==> config.mk <==
export PLATFORM = sky130hd
export DESIGN_NAME = pipeline_debug_ctrl_flat
export DESIGN_NICKNAME = d
export VERILOG_FILES = /design/src/rtl/pipeline_debug_ctrl_if.sv /design/src/rtl/pipeline_debug_ctrl.sv /design/src/flat_wrapper.sv
export SDC_FILE = /design/constraint.sdc
export NUM_CORES = 1
export LEC_CHECK = 0
export CAP_MARGIN = 30
export CORE_ASPECT_RATIO = 2
export CORE_MARGIN = 1.5
export CORE_UTILIZATION = 54
export CTS_BUF_LIST = sky130_fd_sc_hd__clkbuf_8 sky130_fd_sc_hd__clkbuf_16
export DETAILED_ROUTE_END_ITERATION = 10
export PLACE_DENSITY = 0.86
export SETUP_SLACK_MARGIN = 0.3
export SYNTH_ARGS = -nofsm -noshare
export SYNTH_HDL_FRONTEND = slang
export SYNTH_SLANG_ARGS = --single-unit
export TNS_END_PERCENT = 100
==> constraint.sdc <==
create_clock -name clk -period 5.35 [get_ports clk]
set_input_delay 1.605 -clock clk [delete_from_list [all_inputs] [get_ports clk]]
set_output_delay 1.605 -clock clk [all_outputs]
set_load 0.01 [all_outputs]
Routed clock nets over the placement:
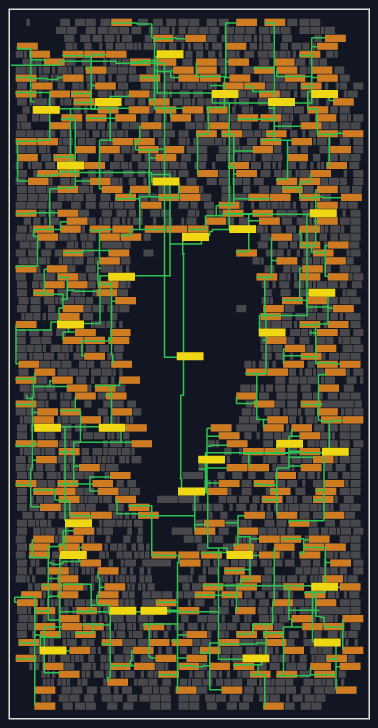
yellow -> cells driving clock nets  # count 31
orange -> flip-flops  # count 356
green -> clock wires  # length 3920 um
routed clock nets = 32
flops lie = widely spread
Clock Power Share: 43.1%
Worst Skew: 14.3 ps

Cells coloured by class:
The bar under the picture is 20 um long. Fill, decap, tap and diode cells in grey.
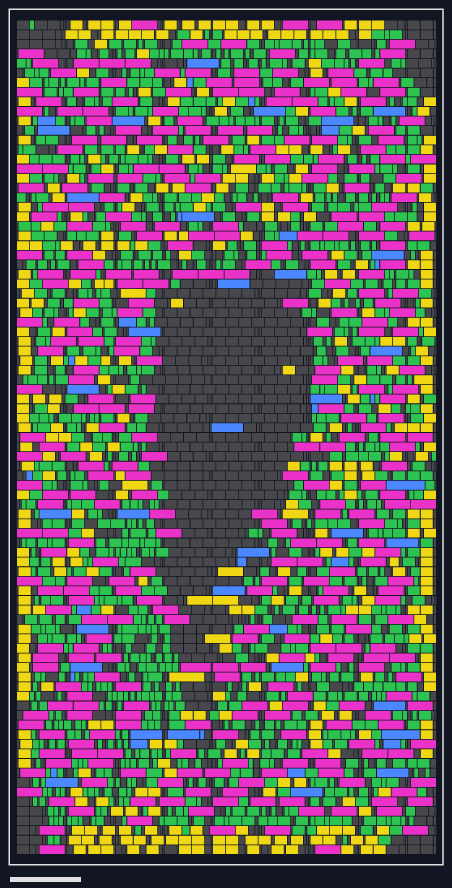
magenta -> flip-flops  # cells 356, share of their area 36%
green -> all other logic  # cells 1132, share of their area 39%
blue -> clock drivers and dummy loads  # cells 55, share of their area 5.2%
yellow -> other buffers and delay cells  # cells 383, share of their area 20%
final core utilization: 71.5%
proportion of cell area occupied by registers: 35.4%
placement row count: 87
post-route cell area: 0.0201 mm2

PDN straps and rails:
Pins as bars on the die edge. Tap cells in grey.
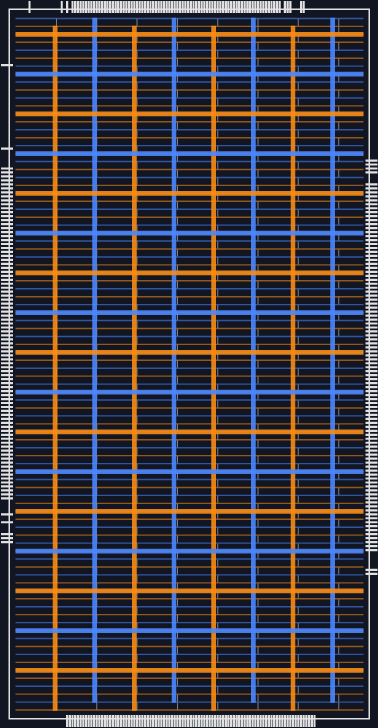
blue -> VDD
orange -> VSS
met1 rails = 88
met4 straps = 8
met5 straps = 17
largest voltage drop on the vdd net: 0.256 mV
height of the chip: 242 um
horizontal die size: 123 um
core area: 0.0282 mm2

Cell outlines without signal wires:
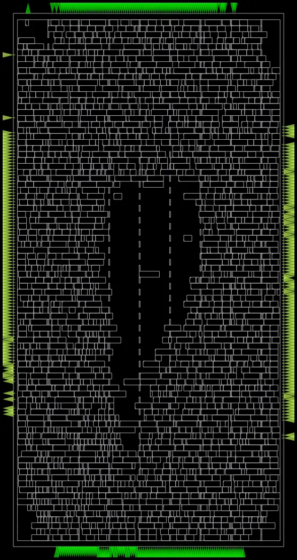
post-route non-filler standard cell count: 2295
total number of tap cells: 356

Met2 routing:
The bar under the picture is 20 um long.
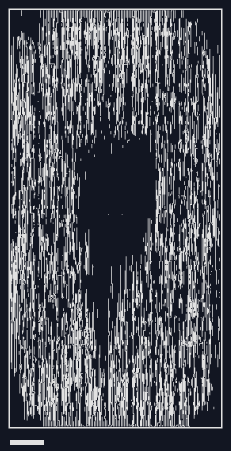
longest straight run = 58.6 um
share of all routed wire = 53%
routed via count: 12900
GR met2 Demand/Resource: 48.0%
routed wire length: 40500 um

==> summary.txt <==
Implementation numbers.

- By instance count after routing, the leading logic cell type is sky130_fd_sc_hd__clkdlybuf4s50_1.
- The number of nets in the finished design is 2225.
- The routing usage on met3 is 4.87%.
- The most common logic cells in the final layout are sky130_fd_sc_hd__clkdlybuf4s50_1, sky130_fd_sc_hd__dfxtp_1, sky130_fd_sc_hd__nor2_1, sky130_fd_sc_hd__mux2i_1, sky130_fd_sc_hd__a211oi_1.
- The routed length per instance reads 17.7 um.
- The share of flip-flops with an asynchronous set or reset is 0%.
- The total negative slack for setup checks is 0 ps.
- The flop-to-flop setup slack reads 2680 ps.
- Per the run summary, max-cap violations total 0.
- The placed wire-length estimate reads 27700 um.
- The placed cell count is 2227.
- The number of buffers between clock root and the deepest sink reads 3.
- The Yosys warning count reads 0.
- The synthesis report lists the most area-consuming cells as sky130_fd_sc_hd__dfxtp_1, sky130_fd_sc_hd__mux2i_1, sky130_fd_sc_hd__a211oi_1.
- Counting flops with a built-in enable in the synthesized netlist gives 0.
- The post-synthesis average cell area is 9.39 um2.
- The buffer count from post-CTS setup fixing reads 0.
- The critical path maximum fanout is 16.
- The number of stages on the worst hold path reads 2.
- The post-route DRC violation count reads 0.
- The main flop type reads sky130_fd_sc_hd__dfxtp_1.
- The overall routing resource usage is about a quarter.
- The first-pass GRT wire length reads 62100 um.
- The number of CTS-inserted buffers reads 31.
- The fraction of synthesized cell area taken by the top area cell type is 46.1%.
- The pre-placement core utilization is 54.8%.
- The peak-usage layer in the global routing report reads met2.
- Per the placement log, port buffering inserted 366 buffers.
- The average vias per placed instance is 5.62.
- The via count of the first global-routing pass is 12400.
- The count of cell types in the netlist is 45.
- The number of routed nets with antenna violations is 0.
- The routability congestion estimate from global placement is 0.835.
- The layout summary lists the proportion of cells stronger than drive strength 1 as 4.00%.
- The root buffer cell reads sky130_fd_sc_hd__clkbuf_16.
- The pin closest to its max-slew limit shows a slew of 1180 ps.
- The chip area line in the Yosys stat output reads 0.0155 mm2.
- The flow ran to the end, and the final reports show no timing, DRC or antenna violations.
- Setup repair after global routing left no endpoint under its margin.
- The most common cell in the synthesized netlist is sky130_fd_sc_hd__dfxtp_1.
- For this run, global-route usage on met1 was measured as 26.9%.
- The clock drives between 300 and 400 sinks.
- The number of antenna violations at the first check in global routing was 13.
- On the final layout, the worst hold slack is about 480 ps.
- The power density relative to cell area reads ~260 mW/mm2.
- Entering global routing, the biggest net connects 165 pins.
- The achievable clock frequency is 255 MHz.
- The top-level port count is 369.
- The required time of the critical path reads between 3000 and 4000 ps.
- The tightest slew margin relative to the limit is 21.7%.
- The post-synthesis cell count from yosys reads around 1600.
==> cell families after synthesis <==
logic type / share of synthesized area, %
simple gates: 11.7
other cells: 0.0243
xor+xnor: 0.510
compound gates: 17.2
mux: 19.3
fa+ha+maj: 0.324
buf+inv: 4.91
flops: 46.1
==> report_power, final <==
part	internal, uW	switching (uW)	total (uW)
clock	1270	978	2250
combinational	226	101	327
sequential	2650	1.71	2650
==> worst max-delay path, cell delays in order (launching register included) <==
cell                              delay (ps)
sky130_fd_sc_hd__dfxtp_1                 600
sky130_fd_sc_hd__nor3b_2                 530
sky130_fd_sc_hd__clkdlybuf4s50_1         640
==> final cells by class <==
type                    count  area, um2  area share, %
clock buffers              40        900           4.47
clock inverters            15        128          0.633
diodes                     13       32.5          0.161
repair buffers            383       3920           19.4
well taps                 356        445           2.21
flip-flops and latches    356       7130           35.4
multi-input cells        1128       7580           37.6
inverters                   4       15.0         0.0745
==> stage by stage <==
stage | total power [uW] | worst slack, ps | cell area (um2)
finish | 5230 | 1430 | 20100
global route | 5380 | 1290 | 20100
CTS | 5280 | 1420 | 20100
detailed placement | 3040 | 1500 | 19100
global placement | 3030 | 1630 | 19100
floorplan | 2780 | 2490 | 15500
==> metal layers <==
metal,routed length (um),up-vias
met5,0,-
met4,1860,0
met3,2300,104
met2,21500,362
met1,14800,5955
li1,-,6469
No activity file was given, so power comes from the tool's default toggle rates.
